$ cat src/rtl/instruction_fetch_unit.sv
// instruction_fetch_unit
//   Fetch-side master for a read-only instruction memory. Holds the PC,
//   drives it on the memory address bus, waits WAIT_CYCLES clocks for the
//   read data, then presents the word to decode over a valid/ready handshake.
//   Redirects reload the PC; an out-of-range or misaligned PC stops fetch
//   and raises a sticky fault until the next redirect or reset.
//
// Ports
//   CLK            in   1   rising-edge clock
//   Reset_L        in   1   asynchronous active-low reset
//   imem_addr      out  64  instruction memory address (the PC register)
//   imem_data      in   32  instruction memory read data
//   inst_valid     out  1   inst/inst_pc hold a fetched instruction
//   inst_ready     in   1   decode accepts inst this cycle
//   inst           out  32  fetched instruction word
//   inst_pc        out  64  byte address of inst
//   redirect_valid in   1   load redirect_pc as the next fetch PC
//   redirect_pc    in   64  redirect target
//   fault          out  1   sticky: fetch stopped on a bad PC
//
// state | meaning
// FETCH | address on bus, counting read latency (bad PC -> HALT)
// VALID | word held for decode until inst_ready
// HALT  | bad PC seen, fetch stopped until redirect
module instruction_fetch_unit #(
  parameter logic [63:0] RESET_PC    = 64'h0,
  parameter int          WAIT_CYCLES = 2,
  parameter logic [63:0] MEM_BYTES   = 64'h58
) (
  input  logic        CLK,
  input  logic        Reset_L,
  output logic [63:0] imem_addr,
  input  logic [31:0] imem_data,
  output logic        inst_valid,
  input  logic        inst_ready,
  output logic [31:0] inst,
  output logic [63:0] inst_pc,
  input  logic        redirect_valid,
  input  logic [63:0] redirect_pc,
  output logic        fault
);

  localparam int CNT_W = (WAIT_CYCLES > 1) ? $clog2(WAIT_CYCLES) : 1;
  localparam logic [CNT_W-1:0] CNT_LAST = CNT_W'(WAIT_CYCLES - 1);

  typedef enum logic [1:0] {
    FETCH = 2'd0,
    VALID = 2'd1,
    HALT  = 2'd2
  } state_t;

  state_t           state_q, state_d;
  logic [63:0]      pc_q, pc_d;
  logic [CNT_W-1:0] cnt_q, cnt_d;
  logic [31:0]      inst_q, inst_d;
  logic [63:0]      inst_pc_q, inst_pc_d;
  logic             valid_q, valid_d;
  logic             fault_q, fault_d;
  logic             pc_bad;

  always_ff @(posedge CLK or negedge Reset_L) begin
    if (!Reset_L) begin
      state_q   <= FETCH;
      pc_q      <= RESET_PC;
      cnt_q     <= '0;
      inst_q    <= 32'h0;
      inst_pc_q <= 64'h0;
      valid_q   <= 1'b0;
      fault_q   <= 1'b0;
    end else begin
      state_q   <= state_d;
      pc_q      <= pc_d;
      cnt_q     <= cnt_d;
      inst_q    <= inst_d;
      inst_pc_q <= inst_pc_d;
      valid_q   <= valid_d;
      fault_q   <= fault_d;
    end
  end

  assign pc_bad = (pc_q >= MEM_BYTES) || (pc_q[1:0] != 2'b00);

  always_comb begin
    state_d   = state_q;
    pc_d      = pc_q;
    cnt_d     = cnt_q;
    inst_d    = inst_q;
    inst_pc_d = inst_pc_q;
    valid_d   = valid_q;
    fault_d   = fault_q;

    // A redirect overrides everything. A handshake completing in the same
    // cycle is still taken by decode; only later work is discarded.
    if (redirect_valid) begin
      pc_d    = redirect_pc;
      cnt_d   = '0;
      valid_d = 1'b0;
      fault_d = 1'b0;
      state_d = FETCH;
    end else begin
      case (state_q)
        FETCH: begin
          if (pc_bad) begin
            fault_d = 1'b1;
            cnt_d   = '0;
            state_d = HALT;
          end else if (cnt_q == CNT_LAST) begin
            inst_d    = imem_data;
            inst_pc_d = pc_q;
            pc_d      = pc_q + 64'd4;
            valid_d   = 1'b1;
            cnt_d     = '0;
            state_d   = VALID;
          end else begin
            cnt_d = cnt_q + 1'b1;
          end
        end
        VALID: begin
          if (inst_ready) begin
            valid_d = 1'b0;
            state_d = FETCH;
          end
        end
        HALT: begin
          valid_d = 1'b0;
        end
        default: begin
          valid_d = 1'b0;
          state_d = FETCH;
        end
      endcase
    end
  end

  assign imem_addr  = pc_q;
  assign inst_valid = valid_q;
  assign inst       = inst_q;
  assign inst_pc    = inst_pc_q;
  assign fault      = fault_q;

endmodule

$ cat config.mk
export PLATFORM = sky130hd
export DESIGN_NAME = instruction_fetch_unit
export DESIGN_NICKNAME = d
export VERILOG_FILES = /design/src/rtl/instruction_fetch_unit.sv
export SDC_FILE = /design/constraint.sdc
export NUM_CORES = 1
export LEC_CHECK = 0
export CORE_MARGIN = 2
export CORE_UTILIZATION = 42
export CTS_CLUSTER_DIAMETER = 150
export CTS_CLUSTER_SIZE = 14
export DETAILED_ROUTE_END_ITERATION = 8
export PLACE_DENSITY = 0.82
export RECOVER_POWER = 50
export SLEW_MARGIN = 10
export SYNTH_ARGS = -nofsm -noshare
export SYNTH_HDL_FRONTEND = slang
export SYNTH_SLANG_ARGS = --single-unit
$ cat constraint.sdc
create_clock -name CLK -period 2.7 [get_ports CLK]
set_input_delay 0.405 -clock CLK [delete_from_list [all_inputs] [get_ports CLK]]
set_output_delay 0.405 -clock CLK [all_outputs]
set_load 0.1 [all_outputs]
==> impl_metrics.toml, run 1 <==
# synthesis and place-and-route metrics
[run_status]
status = "finished, final reports clean"

[grt]
grt_pass1_wl_mm = 25.7
grt_overflow = 0
antenna_found_initial = 0

[placed_design]
portBuffers = 261
dp.cells = 848
dp_hpwl_mm = 11.9
place_ws_ns = 0.271

[yosys]
compound_area_share_pct = 3.18
yosys.stat.seqShare_pct = 67.4
synthTopLogicFamily = "multiplexers"
ys_chip_area_um2 = 6130
yosys_most_used_dff = "dfrtp_1"
mux_share_pct = 16.5
syn_avg_cell_area_um2 = 14.8
ys_sh_adder_pct = 0.408
ys_warn_count = 0

[sta]
timing.fmax_ghz = 0.411
relSlewSlack_pct = 7.84
rsz0062_at_grt = "false"
setup_ws_ns = 0.265
tightest_slew_ns = 1.38

[cells_and_area]
final_layout_top_logic_cells = "164 x dfrtp_1, 97 x clkdlybuf4s50_1, 96 x buf_4, 79 x clkbuf_1, 61 x and2_1"
layout.cells.most_common = "dfrtp_1"
area_growth_pct = 44.4
final_layout_size_suffix_gt1_share_pct = 27.0
stdcell_count = 881
finish.instance_area_um2 = 8850
fin_util_pct = 61.6

[cts]
cts_hold_buf = 1
clockRootBuffer = "clkbuf_16"
cts_num_sinks = 165
cts_buffers = 17
tritoncts = "built"
ctsLongestPathBuffers = 2

[pwr]
p_comb_share_pct = 20.5
p_clk_share_pct = 35.8
intPower_mw = 4.17
power_density_nw_per_um2 = 688
switchingPower_mw = 1.92
ir_worst_vdd_uv = 369
p_seq_share_pct = 43.7

[route]
wl_met3_mm = 1.29
drc_errors = 0
routed_wl_mm = 16.0
ant_nets = 0
dr_wl_met2_mm = 7.93
top_layer = "met4"

[worst_setup_path]
cp.arrival_ns = 2.73
critical_path_peak_fanout = 27
reg2reg_depth = 6
cp_num_buf_inv = 1
cp-startpoint = "imem_addr[13]"
cp_num_cells = 6
cp.required_ns = 3.00
worstReg2RegEnd = "inst[30]"
r2r_start = "imem_addr[13]"
crit_family = "simple AND/OR/NAND/NOR gates"
slowest_delay_ns = 0.40
critPathKind = "reg -> reg"
startpoint_type = "register"

[die]
ios = 262
dieHeight_um = 125
initial_utilization_pct = 42.7

[run]
warning_count = 27
[run 1: state kept, by name, indices dropped and copies added, names as in the netlist]
signal / count
imem_addr: 64
inst_valid: 1
inst_pc: 64
cnt_q: 1
inst: 32
fault: 1
state_q: 2
[run 1: routing by layer]
layer,vias to the layer above,global-route usage [%]
li1,1993,-
met5,-,0
met3,29,6.83
met4,0,8.33
met2,174,34.4
met1,2176,25.8
[run 1: cell usage after synthesis, types with 2 or more instances]
| cell | instances | area [um2] |
|---|---|---|
| buf_2 | 4 | 20.0 |
| o21ai_0 | 2 | 10.0 |
| a21boi_0 | 2 | 15.0 |
| mux2_1 | 37 | 417 |
| mux2_2 | 52 | 586 |
| a21oi_1 | 2 | 10.0 |
| and4_1 | 2 | 17.5 |
| ha_1 | 2 | 25.0 |
| nand4_1 | 5 | 31.3 |
| nor4_1 | 14 | 87.6 |
| and2_1 | 61 | 382 |
| nor2_1 | 5 | 18.8 |
| dfrtp_1 | 165 | 4130 |
| buf_1 | 3 | 11.3 |
| nand3_1 | 4 | 20.0 |
| inv_1 | 6 | 22.5 |
| nand3b_1 | 2 | 15.0 |
| clkbuf_1 | 13 | 48.8 |
| o221a_2 | 7 | 78.8 |
| nor3_1 | 3 | 15.0 |
| nand2_1 | 7 | 26.3 |
[run 1: final cells by class]
type,count,area [um2]
inverters,7,26.3
flip-flops and latches,165,4130
well taps,184,230
repair buffers,271,2030
multi-input cells,222,1900
clock inverters,9,81.3
clock buffers,23,448
fillers,1155,5520
[run 1: power by group through the flow]
stage	Clock, mW	Sequential, mW	Combinational [mW]
after global placement	0	2.70	1.25
final	2.18	2.66	1.25
after CTS	2.24	2.66	1.27
after floorplan	0	3.39	0.141
after detailed placement	0	2.71	1.26
after global routing	2.35	2.67	1.29
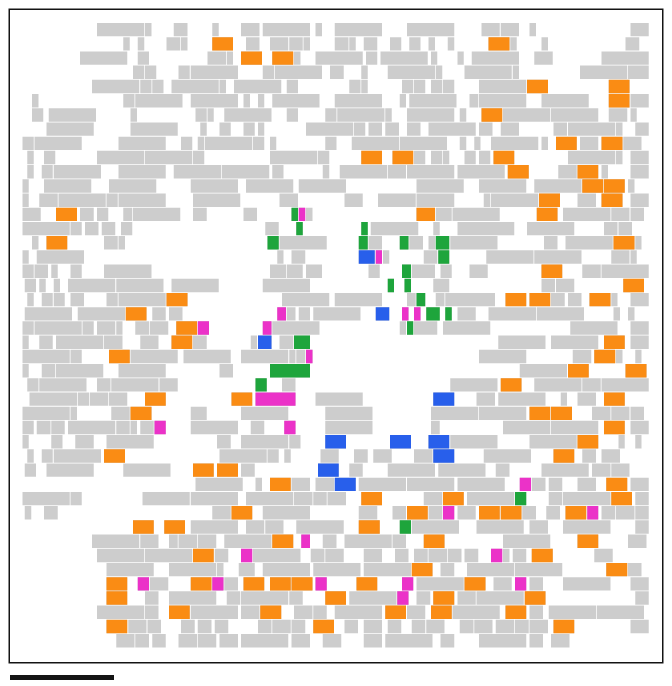
Figure 1: run 1, selected gate families.
The bar under the picture is 20 um long.
family	color	cells	most used
non-inverting ao/oa cells	blue	10	o221a_2
nand cells	green	20	nand2_1
nor cells	magenta	23	nor4_1
mux cells	orange	90	mux2_2

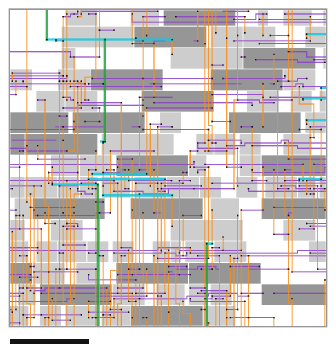
Figure 2: run 1, close-up of the layout.
The bar under the picture is 10 um long. Window x 74 to 114, y 11 to 51 um. Cells in gray, sequential cells in the stronger gray; small squares are vias.
layer	color
M1	purple
M3	cyan
M4	green
M2	orange
most frequent	dfrtp_1 (20), buf_4 (17)
netlist names of flops here include	`imem_addr` (16), `inst` (4)
cells with their middle in the window	87
sequential cells in the window	20

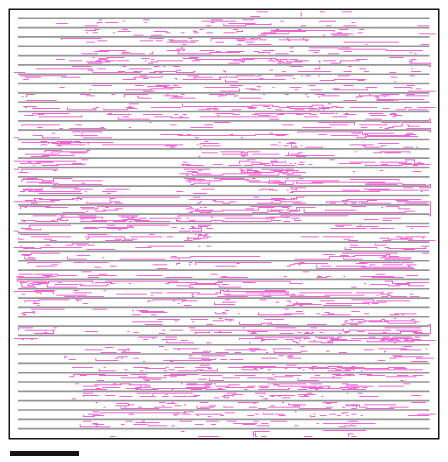
Figure 3: run 1, M1 wires.
The bar under the picture is 20 um long. Supply wires on this layer in gray.
longest straight run	44.6 um
share of all routed wire	40%
nets with wire on the layer	670
wire length on this layer	6350 um

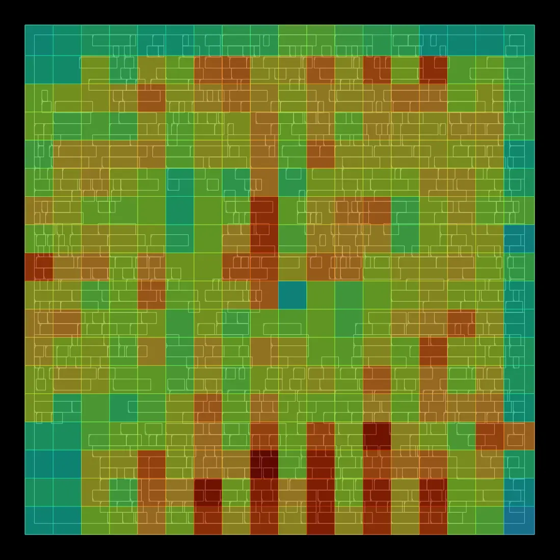
Figure 4: run 1, congestion heat map.
GR Util met3: 6.83%
Total GRT Usage: 21.0%
routed length per instance: 18.1 um

## Run 2: what changed since run 1
--- a/config.mk
+++ b/config.mk
@@ -12,7 +12,7 @@
 export DETAILED_ROUTE_END_ITERATION = 8
 export PLACE_DENSITY = 0.82
 export RECOVER_POWER = 50
-export SLEW_MARGIN = 10
+export SLEW_MARGIN = 20
 export SYNTH_ARGS = -nofsm -noshare
 export SYNTH_HDL_FRONTEND = slang
 export SYNTH_SLANG_ARGS = --single-unit
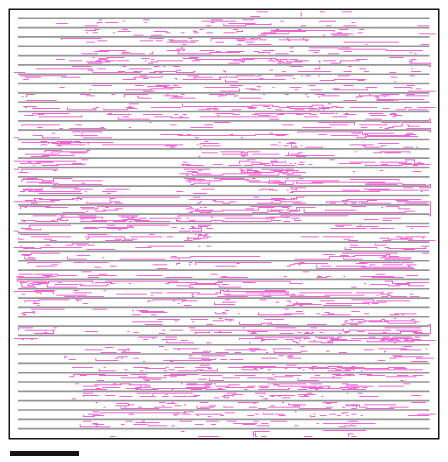
Figure 5: run 2, M1 wires.
The bar under the picture is 20 um long. Supply wires on this layer in gray.
nets with wire on the layer	670
longest straight run	44.6 um
share of all routed wire	40%
wire length on this layer	6350 um
main direction	horizontal

==> impl_metrics.toml, run 2 <==
# synthesis and place-and-route metrics
[run_status]
status = "finished, final reports clean"

[yosys]
yosysTopAreaCell = "dfrtp_1"
topCellsByArea = "dfrtp_1 67%, mux2_2 9.6%, mux2_1 6.8%"
top_cells_by_count = "165 x dfrtp_1, 61 x and2_1, 52 x mux2_2"
yosys.stat.seqShare_pct = 67.4
post-synth-top-count-cell = "dfrtp_1"
edf_count = 0
ys_chip_area_um2 = 6130
netlist.area_leader.share_pct = 67.4
syn_area_um2 = 6130
syn_avg_cell_area_um2 = 14.8
mappedNetlistNets = 516
yosys_most_used_dff = "dfrtp_1"
ys_warn_count = 0
ys.flops = 165

[cts]
clockRootBuffer = "clkbuf_16"
path_clk_slew_ns = 0.06
cts_buffers = 17
cts_num_sinks = 165
htree_levels = 4
worstSkewPairLatency_ns = 0.42
ctsLongestPathBuffers = 2
tritoncts = "built"

[die]
dieHeight_um = 125
die-width_um = 125
rows = 44
initial_utilization_pct = 42.7
ios = 262

[worst_setup_path]
cp.required_ns = 3.00
reg2reg_depth = 6
worstReg2RegEnd = "inst[30]"
r2r_slack_ns = 0.26
cp.arrival_ns = 2.73
critPathKind = "reg -> reg"
critical_path_peak_fanout = 27
r2r_start = "imem_addr[13]"
cp-startpoint = "imem_addr[13]"
startpoint_type = "register"
critPathCapture = "inst[30]"

[placed_design]
place_ws_ns = 0.271
portBuffers = 261
place_area_um2 = 8600
dp_hpwl_mm = 11.9
dp.cells = 848

[route]
num_vias = 4372
drc_errors = 0
ant_nets = 0
dr.pass1.iters = 5
wire_per_inst_um = 18.1
routed_wl_mm = 16.0
drt_iter0_markers = 234

[sta]
finalHoldViolations = 0
relSlewSlack_pct = 7.84
rsz0062_at_grt = "false"
setup_ws_ns = 0.265
post-route-min-period_ns = 2.44
tightest_slew_ns = 1.38
timing.fmax_ghz = 0.411
finalMaxSlewViolations = 0

[cells_and_area]
finish.instance_area_um2 = 8850
comb_area_um2 = 1900
fin_util_pct = 61.6
fillers = 1155
area_growth_pct = 44.4
register_area_um2 = 4130
final_layout_size_suffix_gt1_share_pct = 27.0
final_layout_top_logic_cells = "164 x dfrtp_1, 97 x clkdlybuf4s50_1, 96 x buf_4, 79 x clkbuf_1, 61 x and2_1"
fin_nets = 786

[run]
cap_viol_max_count = 0
warning_count = 27

[grt]
grt_overflow = 0
grt_pass1_wl_mm = 25.7
grt.total_usage_pct = 21.0
antenna_found_initial = 0
grt_max_degree = 79

[pwr]
p_seq_share_pct = 43.7
power_density_nw_per_um2 = 688
p_clk_share_pct = 35.8
ir_worst_vdd_uv = 369
intPower_mw = 4.17
switchingPower_mw = 1.92
p_comb_share_pct = 20.5
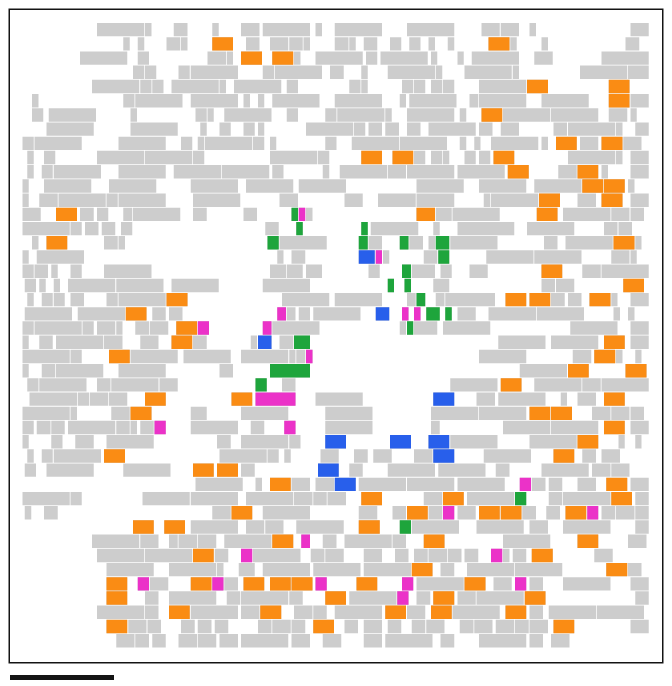
Figure 6: run 2, selected gate families.
The bar under the picture is 20 um long.
Non-Filler Instances: 881
most numerous logic cell after layout: dfrtp_1
Comb/total area: 21.5%

run 2: cell counts after synthesis:
Identical to the previous run, type by type.
run 2: timing repair:
item | CTS | global route
endpoints found under the hold margin | 37 | 0
gates resized | 0 | 0
hold buffers | 1 | 0
run 2: cell type report:
class	count	area share, %
Sequential cell	165	46.7
Tap cell	184	2.60
Inverter	7	0.297
Timing Repair Buffer	271	23.0
Clock buffer	23	5.06
Clock inverter	9	0.919
Multi-Input combinational cell	222	21.5
run 2: kinds of logic (layout without fill, tap and decap cells):
logic type      count (synthesis)  count (layout)  synth area share [%]
mux                            90              90                  16.5
compound gates                 23              23                  3.18
fa+ha+maj                       2               2                 0.408
buf+inv                        27             310                  1.74
flops                         165             165                  67.4
simple gates                  107             107                  10.8
run 2: worst min-delay path by stage:
stage / from / cells after the start / slack [ns] / endpoint
floorplan: Reset_L / 0 / 0.11 / cnt_q
finish: Reset_L / 2 / 0.46 / inst_pc[9]
global route: Reset_L / 2 / 0.48 / inst_pc[9]
global placement: Reset_L / 1 / 0.33 / inst_pc[9]
detailed placement: Reset_L / 1 / 0.33 / inst_pc[9]
CTS: redirect_valid / 2 / 0.38 / cnt_q
run 2: layer usage:
metal | part of all wire, % | track usage, %
met1 | 40 | 25.8
met2 | 50 | 34.4
met3 | 8.1 | 6.83
met4 | 2.4 | 8.33
met5 | 0 | 0
run 2: power by group through the flow:
stage	registers [mW]	logic, mW	clock network, mW
finish	2.66	1.25	2.18
global route	2.67	1.29	2.35
floorplan	3.39	0.141	0
detailed placement	2.71	1.26	0
CTS	2.66	1.27	2.24
global placement	2.70	1.25	0
run 2: critical path, cell delays in order (launching register included):
cell and delay [ns]:
dfrtp_1 0.40, nor4_1 0.39, nand4_1 0.21, nor4_4 0.38
nand4_4 0.29, buf_4 0.31, mux2_1 0.32
## Run 3: what changed since run 2
==> constraint.sdc (replaced) <==
create_clock -name CLK -period 2.7 [get_ports CLK]
set_input_delay 0.54 -clock CLK [delete_from_list [all_inputs] [get_ports CLK]]
set_output_delay 0.54 -clock CLK [all_outputs]
set_load 0.1 [all_outputs]
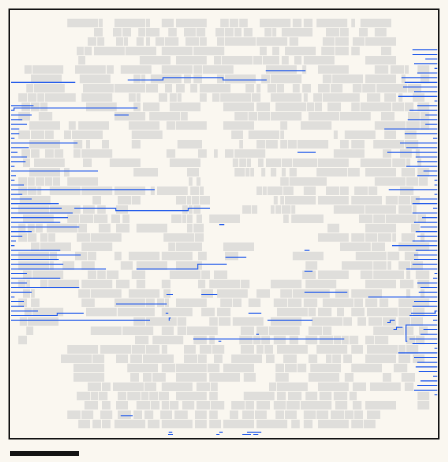
Figure 7: run 3, the metal 3 layer.
The bar under the picture is 20 um long. Cells faint in the background.
wire length on this layer	1230 um
nets with wire on the layer	135
main direction	horizontal
share of all routed wire	7.8%
longest straight run	43.7 um

==> impl_metrics.toml, run 3 <==
# synthesis and place-and-route metrics
[route]
wire_per_inst_um = 18.0
num_vias = 4294
routed_wl_mm = 15.8
drt_iter0_markers = 267
dr.pass1.iters = 4
ant_nets = 0
drc_errors = 0

[pwr]
switchingPower_mw = 1.91
p_seq_share_pct = 41.5
intPower_mw = 4.50
power_density_nw_per_um2 = 706
p_clk_share_pct = 39.0
power-top-group = "registers"
comb_power_mw = 1.25
pg_seq_mw = 2.66
ir_worst_vdd_uv = 415
p_clk_mw = 2.50

[yosys]
yosys.stat.seqShare_pct = 67.4
syn_avg_cell_area_um2 = 14.8
topCellsByArea = "dfrtp_1 67%, mux2_2 9.6%, mux2_1 6.8%"
yosys_most_used_dff = "dfrtp_1"
edf_count = 0
ys_chip_area_um2 = 6130
ys.flops = 165
post-synth-top-count-cell = "dfrtp_1"
netlist.area_leader.share_pct = 67.4
top_cells_by_count = "165 x dfrtp_1, 61 x and2_1, 52 x mux2_2"
mappedNetlistNets = 516
syn_area_um2 = 6130
yosysTopAreaCell = "dfrtp_1"
ys_warn_count = 0

[grt]
grt_max_degree = 79
grt.total_usage_pct = 20.9
busiest_layer = "met2"
grt_pass1_wl_mm = 25.4
groute.layer.met3.usage_pct = 7.47
antenna_found_initial = 0
grt_use_met2_pct = 33.8
grt_overflow = 0

[cts]
cts_buffers = 17
tritoncts = "built"
cts_num_sinks = 165
cts_hold_buf = 0
ctsLongestPathBuffers = 2
ctsResizeCount = 0
clockRootBuffer = "clkbuf_16"
worstSkewPairLatency_ns = 0.42
htree_levels = 4
path_clk_slew_ns = 0.06

[placed_design]
dp.cells = 847
place_area_um2 = 8590
portBuffers = 261
place_ws_ns = 0.212
dp_hpwl_mm = 11.7

[cells_and_area]
final_layout_top_logic_cells = "164 x dfrtp_1, 135 x buf_4, 97 x clkdlybuf4s50_1, 61 x and2_1, 52 x mux2_2"
comb_area_um2 = 1900
area_growth_pct = 48.2
finish.instance_area_um2 = 9080
layout.cells.most_common = "dfrtp_1"
fin_util_pct = 63.2
stdcell_count = 877
fin_nets = 784
fillers = 1114

[die]
ios = 262
initial_utilization_pct = 42.7
rows = 44
dieHeight_um = 125

[sta]
finalMaxSlewViolations = 44
post-route-min-period_ns = 2.46
relSlewSlack_pct = -31.4
tightest_slew_ns = 1.97
rsz0062_at_grt = "false"
finalHoldViolations = 0
timing.fmax_ghz = 0.407
setup_ws_ns = 0.245

[min_path]
hold_depth = 1

[worst_setup_path]
reg2reg_depth = 6
critPathKind = "reg -> reg"
cp.required_ns = 3.00
cp.arrival_ns = 2.76
critical_path_peak_fanout = 27

[run_status]
status = "finished, violations left"
violations = "capacitance limit, slew limit"

[run]
cap_viol_max_count = 1
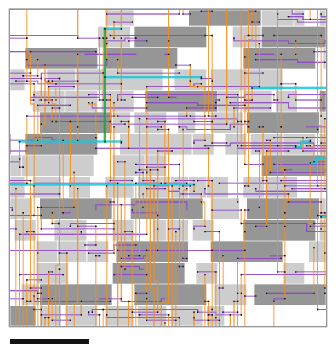
Figure 8: run 3, close-up of the layout.
The bar under the picture is 10 um long. Window x 74 to 114, y 11 to 51 um. Cells in gray, sequential cells in the stronger gray; small squares are vias.
layer	color
M2	orange
M4	green
M1	purple
M3	cyan
netlist names of flops here include	`imem_addr` (18), `inst` (3)
most frequent	dfrtp_1 (21), buf_4 (18), mux2_2 (14)
sequential cells in the window	21
cells with their middle in the window	81

## run 3: cell types whose count changed in the layout (fill, tap and decap cells not counted), moves of 2 or more
cell | previous run | this run
buf_4 | 96 | 135
bufinv_16 | 1 | 4
clkbuf_1 | 79 | 33
clkbuf_2 | 0 | 2
clkbuf_8 | 0 | 2
clkinv_2 | 4 | 2
## run 3: critical path, stage by stage, from the launching register on
cell     delay, ns
dfrtp_1       0.40
nor4_1        0.35
nand4_1       0.28
nor4_4        0.35
nand4_4       0.31
buf_4         0.32
mux2_1        0.33
## run 3: final timing paths
path	from	slack, ns	endpoint
setup / recovery	imem_addr[36]	0.24	inst[1]
hold / removal	inst_pc[46]	0.48	inst_pc[46]
setup reg to reg	imem_addr[36]	0.24	inst[1]
hold reg to reg	inst_pc[46]	0.48	inst_pc[46]
max in group asynchronous	Reset_L	0.55	imem_addr[2]
min in group asynchronous	Reset_L	0.82	inst_pc[13]
## run 3: cell families after synthesis
kind of cell | count (synthesis) | synth area share [%]
AND-OR/OR-AND | 23 | 3.18
buffers and inverters | 27 | 1.74
flip-flops | 165 | 67.4
adder cells (fa/ha/maj) | 2 | 0.408
AND/OR/NAND/NOR | 107 | 10.8
multiplexers | 90 | 16.5
## run 3: layout make-up
cell class,count,area share (%)
clock buffers,21,5.07
clock inverters,9,1.68
inverters,7,0.289
multi-input cells,222,21.0
flip-flops and latches,165,45.5
well taps,184,2.53
repair buffers,269,24.0
## run 3: per-layer routing
layer / routed length, um / part of all wire (%) / vias up
met2: 7810 / 49 / 163
li1: - / - / 1983
met5: 0 / 0 / -
met3: 1230 / 7.8 / 28
met4: 344 / 2.2 / 0
met1: 6400 / 41 / 2120
Power figures rest on the tool's default switching activity, not on a simulated workload.
